**config.mk**
```make
export PLATFORM = sky130hd
export DESIGN_NAME = trg_link_sequencer
export DESIGN_NICKNAME = d
export VERILOG_FILES = /design/src/rtl/trg_link_pkg.sv /design/src/rtl/sat_counter.sv /design/src/rtl/trg_link_sequencer.sv
export SDC_FILE = /design/constraint.sdc
export NUM_CORES = 1
export LEC_CHECK = 0
export CORE_AREA = 8 8 77 79
export DETAILED_ROUTE_END_ITERATION = 10
export DIE_AREA = 0 0 85 87
export GPL_ROUTABILITY_DRIVEN = 1
export MAX_ROUTING_LAYER = met4
export PLACE_DENSITY = 0.83
export SKIP_CTS_REPAIR_TIMING = 1
export SLEW_MARGIN = 40
export SYNTH_ARGS = -nofsm -noshare
export SYNTH_HDL_FRONTEND = slang
export SYNTH_SLANG_ARGS = --single-unit
```
**constraint.sdc**
```tcl
create_clock -name clk_160 -period 2.2 [get_ports clk_160]
set_clock_uncertainty 0.15 [all_clocks]
set_input_delay 0.44 -clock clk_160 [delete_from_list [all_inputs] [get_ports clk_160]]
set_output_delay 0.44 -clock clk_160 [all_outputs]
set_load 0.05 [all_outputs]
```
**src/rtl/trg_link_pkg.sv**
```systemverilog
// Shared types and constants for the trigger-link bring-up sequencer.
// Holds the FSM state encoding, frame geometry and counter/timer width helpers.
package trg_link_pkg;

    typedef enum logic [2:0] {
        ST_IDLE      = 3'd0,
        ST_RESET_TX  = 3'd1,
        ST_WAIT_LOCK = 3'd2,
        ST_ALIGN     = 3'd3,
        ST_WAIT_BC0  = 3'd4,
        ST_RUN       = 3'd5
    } link_state_t;

    localparam int FRAME_LEN = 4;
    localparam int PHASE_W   = $clog2(FRAME_LEN);
    localparam int STATE_W   = 3;
    localparam int CNT_W     = 8;

    // Width of a timer that counts 0 .. limit-1, never narrower than one bit.
    function automatic int timer_width(input int limit);
        return (limit > 1) ? $clog2(limit) : 1;
    endfunction

endpackage

```
**src/rtl/sat_counter.sv**
```systemverilog
// Generic saturating up-counter used for the slow-control event counters.
// Clears only on the asynchronous reset and sticks at all-ones.
module sat_counter #(
    parameter int WIDTH = 8
) (
    input  logic             i_clk,
    input  logic             i_rst_n,
    input  logic             i_inc,
    output logic [WIDTH-1:0] o_count
);

    logic [WIDTH-1:0] r_count;

    always_ff @(posedge i_clk or negedge i_rst_n) begin
        if (!i_rst_n) begin
            r_count <= '0;
        end else if (i_inc && (r_count != {WIDTH{1'b1}})) begin
            r_count <= r_count + WIDTH'(1);
        end
    end

    assign o_count = r_count;

endmodule

```
**src/rtl/trg_link_sequencer.sv**
```systemverilog
// Bring-up and realignment controller for one trigger-link GTX transmitter:
// TX reset, PLL lock wait, training frames, BC0 alignment and frame-phase tracking.
module trg_link_sequencer
    import trg_link_pkg::*;
#(
    parameter int RST_CYCLES   = 16,
    parameter int LOCK_WAIT    = 1024,
    parameter int ALIGN_FRAMES = 64
) (
    input  logic               clk_160,
    input  logic               reset_n,
    input  logic               enable,
    input  logic               pll_lock,
    input  logic               tx_reset_done,
    input  logic               bc0_i,
    input  logic               resync_i,
    input  logic               force_realign,
    output logic               gtx_tx_reset,
    output logic               tx_sel_train,
    output logic               mgt_ready,
    output logic [PHASE_W-1:0] frame_phase,
    output logic [STATE_W-1:0] link_state,
    output logic [CNT_W-1:0]   realign_cnt,
    output logic [CNT_W-1:0]   lock_timeout_cnt
);

    localparam int RST_W  = timer_width(RST_CYCLES);
    localparam int LOCK_W = timer_width(LOCK_WAIT);
    localparam int FRM_W  = timer_width(ALIGN_FRAMES);

    localparam logic [RST_W-1:0]   RST_LAST   = RST_W'(RST_CYCLES - 1);
    localparam logic [LOCK_W-1:0]  LOCK_LAST  = LOCK_W'(LOCK_WAIT - 1);
    localparam logic [FRM_W-1:0]   FRM_LAST   = FRM_W'(ALIGN_FRAMES - 1);
    localparam logic [PHASE_W-1:0] PHASE_LAST = PHASE_W'(FRAME_LEN - 1);

    link_state_t        r_state;
    link_state_t        w_state_next;
    logic [RST_W-1:0]   r_rst_timer;
    logic [LOCK_W-1:0]  r_lock_timer;
    logic [FRM_W-1:0]   r_frame_cnt;
    logic               r_frame_armed;
    logic [PHASE_W-1:0] r_phase;
    logic [STATE_W-1:0] r_link_state;
    logic               r_gtx_tx_reset;
    logic               r_tx_sel_train;
    logic               r_mgt_ready;

    logic w_resync;
    logic w_lock_lost;
    logic w_frame_tick;
    logic w_stay_align;
    logic w_realign_inc;
    logic w_timeout_inc;
    logic w_restart;
    logic w_rephase;

    assign w_resync    = resync_i | force_realign;
    assign w_lock_lost = !pll_lock &&
                         (r_state == ST_ALIGN || r_state == ST_WAIT_BC0 || r_state == ST_RUN);
    // Only frames that started inside ALIGN are counted, so a partial first frame is skipped.
    assign w_frame_tick = (r_state == ST_ALIGN) && r_frame_armed && (r_phase == PHASE_LAST);
    assign w_stay_align = (r_state == ST_ALIGN) && (w_state_next == ST_ALIGN) && !w_restart;

    always_comb begin
        w_state_next  = r_state;
        w_realign_inc = 1'b0;
        w_timeout_inc = 1'b0;
        w_restart     = 1'b0;
        w_rephase     = 1'b0;
        if (!enable) begin
            w_state_next = ST_IDLE;
        end else if (w_lock_lost) begin
            w_state_next = ST_RESET_TX;
        end else if (w_resync && r_state == ST_RUN) begin
            w_state_next  = ST_ALIGN;
            w_realign_inc = 1'b1;
        end else if (w_resync && (r_state == ST_ALIGN || r_state == ST_WAIT_BC0)) begin
            w_state_next = ST_ALIGN;
            w_restart    = 1'b1;
        end else begin
            case (r_state)
                ST_IDLE:      w_state_next = ST_RESET_TX;
                ST_RESET_TX:  if (r_rst_timer == RST_LAST) w_state_next = ST_WAIT_LOCK;
                ST_WAIT_LOCK: begin
                    if (pll_lock && tx_reset_done) begin
                        w_state_next = ST_ALIGN;
                    end else if (r_lock_timer == LOCK_LAST) begin
                        w_state_next  = ST_RESET_TX;
                        w_timeout_inc = 1'b1;
                    end
                end
                ST_ALIGN:     if (w_frame_tick && r_frame_cnt == FRM_LAST) w_state_next = ST_WAIT_BC0;
                ST_WAIT_BC0: begin
                    if (bc0_i) begin
                        w_state_next = ST_RUN;
                        w_rephase    = 1'b1;
                    end
                end
                ST_RUN:       w_state_next = ST_RUN;
                default:      w_state_next = ST_IDLE;
            endcase
        end
    end

    always_ff @(posedge clk_160 or negedge reset_n) begin
        if (!reset_n) begin
            r_state        <= ST_IDLE;
            r_link_state   <= STATE_W'(ST_IDLE);
            r_gtx_tx_reset <= 1'b1;
            r_tx_sel_train <= 1'b1;
            r_mgt_ready    <= 1'b0;
            r_phase        <= '0;
            r_rst_timer    <= '0;
            r_lock_timer   <= '0;
            r_frame_cnt    <= '0;
            r_frame_armed  <= 1'b0;
        end else begin
            r_state        <= w_state_next;
            r_link_state   <= w_state_next;
            r_gtx_tx_reset <= (w_state_next == ST_IDLE) || (w_state_next == ST_RESET_TX);
            r_tx_sel_train <= (w_state_next != ST_RUN);
            r_mgt_ready    <= (w_state_next == ST_RUN);

            // The BC0 cycle itself is phase 0, so the following cycle is phase 1.
            if (w_rephase) begin
                r_phase <= PHASE_W'(1);
            end else if (r_phase == PHASE_LAST) begin
                r_phase <= '0;
            end else begin
                r_phase <= r_phase + PHASE_W'(1);
            end

            r_rst_timer  <= (r_state == ST_RESET_TX && w_state_next == ST_RESET_TX) ?
                            r_rst_timer + RST_W'(1) : '0;
            r_lock_timer <= (r_state == ST_WAIT_LOCK && w_state_next == ST_WAIT_LOCK) ?
                            r_lock_timer + LOCK_W'(1) : '0;

            if (w_stay_align) begin
                if (w_frame_tick) begin
                    r_frame_cnt <= r_frame_cnt + FRM_W'(1);
                end
                r_frame_armed <= r_frame_armed | (r_phase == '0);
            end else begin
                r_frame_cnt   <= '0;
                r_frame_armed <= 1'b0;
            end
        end
    end

    sat_counter #(.WIDTH(CNT_W)) u_realign_cnt (
        .i_clk   (clk_160),
        .i_rst_n (reset_n),
        .i_inc   (w_realign_inc),
        .o_count (realign_cnt)
    );

    sat_counter #(.WIDTH(CNT_W)) u_lock_timeout_cnt (
        .i_clk   (clk_160),
        .i_rst_n (reset_n),
        .i_inc   (w_timeout_inc),
        .o_count (lock_timeout_cnt)
    );

    assign gtx_tx_reset = r_gtx_tx_reset;
    assign tx_sel_train = r_tx_sel_train;
    assign mgt_ready    = r_mgt_ready;
    assign frame_phase  = r_phase;
    assign link_state   = r_link_state;

endmodule

```
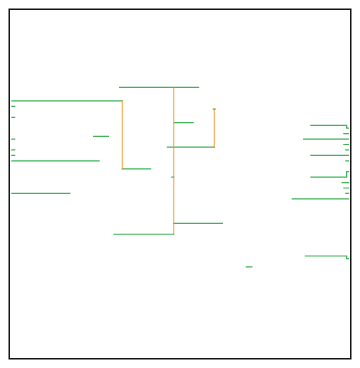
Figure 1: metal layers overlaid.
(4 px per um) Only two layers are drawn.
M3: shown in green, wire length 217 um. M4: shown in orange, wire length 63.2 um.
Total GRT Usage: 14.1%
routed len/inst: 14.6 um
routed wire length: 4.60 mm

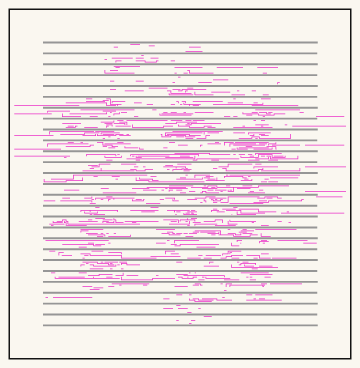
Figure 2: the metal 1 layer.
(4 px per um) Supply wires on this layer in gray.
245 nets have wire on it. The longest straight run is 18.4 um. The wires run mostly horizontal.

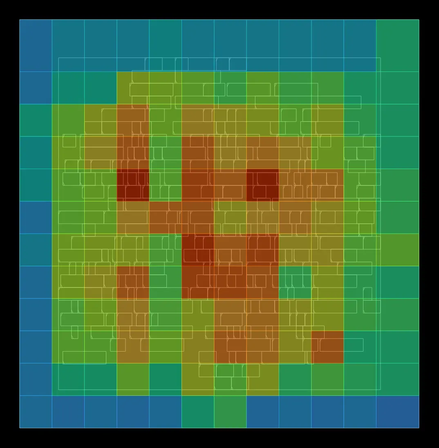
Figure 3: routing congestion map.
Util after Layout: 57.9%
grt met1 use: 15.6%
M2 GR Usage: 23.2%

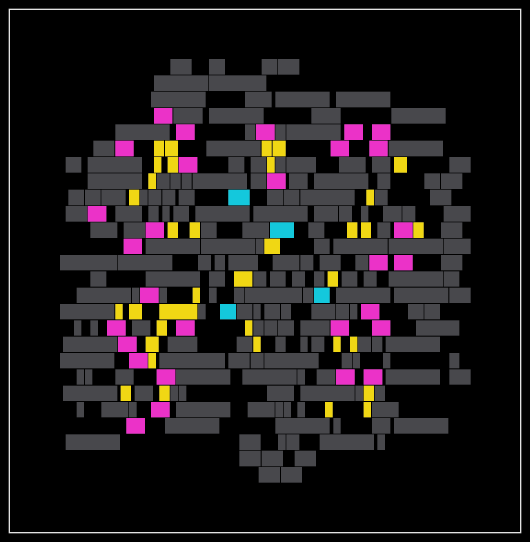
Figure 4: gate-type map.
(6 px per um)
xor and xnor cells: shown in magenta, cells 29, most used xor2_1. nand cells: shown in yellow, cells 35, most used nand3_1. non-inverting ao/oa cells: shown in cyan, cells 4, where center.
most frequent logic cell in the layout: dfrtp_1
fraction of area in multi-input gates: 38.1%
fin cells: 314

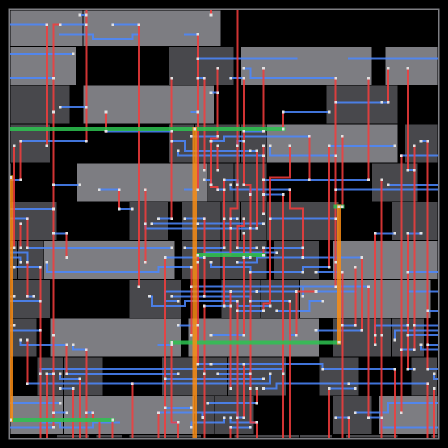
Figure 5: layout detail.
Window x 28 to 58, y 46 to 76 um. Cells in gray, sequential cells in the stronger gray; small squares are vias.
M1: shown in blue. M4: shown in orange. M3: shown in green. M2: shown in red.
Netlist names of flops here include r_rst_timer (4), link_state (3), u_lock_timeout_cnt.o_count (3). Most frequent: dfrtp_1 (12), xor2_1 (5). Sequential cells in the window: 13. 51 logic cells have their middle in the window.

==> results.txt <==
impl run done, here's what came out: status=completed, IO Count=32, Net Sw Frac=between 20% and 30%, pwr dens=553 nW/um^2, mux contribution to synthesized area=0.994%, first-pass GRT wire length=~8 mm, Antenna Cells=0, row count=26, via count=between 1.5k and 2k, most frequent cells in the layout=dfrtp_1 (43), xor2_1 (23), nor2_1 (19), Final Max Tran Viols=0, critical path startpoint category=flip-flop, yosys stat cell total=between 200 and 250, Top pwr grp=sequential cells, Static Leak=between 1 and 1.5 nW, Top reg by flops=r_lock_timer, final instance area=2810 um^2, Chip Height=just under 90 um, top routing layer in use=met4, Post-synth ARST share=100%, nonclk inv count=9, cell family with most CP delay=buffers and inverters, clk slew on worst S/H paths=80 ps, vias per cell=approximately 5.4, Setup crit end kind=output pin, Switch Pwr=roughly 0.00033 W, 1st-pass router iterations=4, clock-net power=0.000652 W, highest clock rate=466 MHz, combinational group share of total power=approximately 4.3%, Worst Max-Slew Pin Slew=about 510 ps, Worst EP required=1610 ps, clock network share of area=under 10%, GR peak layer=met2, initial DRC count=around 84, fin crit share=between 90% and 100%, sequential cell area=roughly 1100 um^2, count of tool warnings=27, Layout area overhead=23.9%, yosys warns=0, Top class by area=registers, Final Hold Slack=~320 ps, met3 wire length=approximately 220 um, cell taking the most area after synthesis=dfrtp_1, total of max-cap violations=0, Pint=~0.0012 W, H-Tree Level Count=2, Comb. pwr=0.0000669 W, Sink Count=around 45, FP Util=around 47%, CP max-delay cell=clkdlybuf4s50_1, fraction of area in registers=40.2%, worst path arrival time=approximately 1600 ps, vias in the first global route=approximately 1.8k, FA/HA/MAJ Cells, Area Fraction=roughly 3.9%, Yosys cell types=about 42, main flop type=dfrtp_1, DP Area=2670 um^2, Tapcells=approximately 56, XORs/XNORs by Area=~11%, Post-layout nets=272, unrepaired setup endpoints after global routing=no, CP Cell Sequence=clkdlybuf4s50_1, CTS Buf Count=5, setup TNS=0 ps, PortBufs=31, Die W=between 80 and 90 um, metal2 WL=~2.2 mm, nonclk buf count=about 42, GR Util met3=approximately 5.0%, Area leader share=between 40% and 50%, Placed Cells=between 300 and 400, clk buf depth=2, R2R Setup Slk=230 ps, worst skew pair latency=300 ps, Largest cells by area=dfrtp_1 (47%), xor2_1 (8.9%), ha_1 (3.9%), Detail Route Antenna Nets=0, DPL Wire Length=between 3 and 4 mm, clk root buf=clkbuf_8, Commonest cells post-synth=dfrtp_1 (43), xor2_1 (23), nor2_1 (19), nand3_1 (14), nand2_1 (13), Post-Synthesis Cells=roughly 210, Largest register FFs=10, core area=around 4800 um^2, logic area=1070 um^2, Top logic family=simple AND/OR/NAND/NOR gates, GRT overflow=0, worst min path class=reg -> reg, sequential power share=between 50% and 60%, die area=between 7000 and 8000 um^2, share of cells above drive strength 1=16.3%, M1 wire length=between 2 and 2.5 mm, largest net degree at the start of global routing=25, count leader, synth=dfrtp_1, final period demand of the worst path=~2100 ps, Slew headroom=about two thirds, seq_cells=~45, Post-Syn Area=roughly 2300 um^2, Setup WS post-layout=roughly 56 ps, FILL cells=between 400 and 500, seq pwr=approximately 0.00083 W, Simple-Gate Fraction of Synth Area=approximately 24%, initial antenna violation count=0, routability cong.=approximately 0.81, CP Class=reg -> out, Signal buf overhead=13.8%, Max FO, Critical Path=5
path summary, 6_finish.rpt:
kind | start | to | depth (start not counted)
max in group asynchronous | reset_n | gtx_tx_reset$_DFF_PN1_ | 3
worst min register to register | r_rst_timer[0]$_DFF_PN0_ | r_rst_timer[0]$_DFF_PN0_ | 1
min in group asynchronous | reset_n | r_frame_cnt[3]$_DFFE_PN0P_ | 2
worst max-delay path | u_realign_cnt.o_count[3]$_DFFE_PN0P_ | realign_cnt[3] | 1
worst min-delay path | r_rst_timer[0]$_DFF_PN0_ | r_rst_timer[0]$_DFF_PN0_ | 1
worst max register to register | r_lock_timer[0]$_DFF_PN0_ | link_state[0]$_DFF_PN0_ | 5
No activity file was given, so power comes from the tool's default toggle rates.
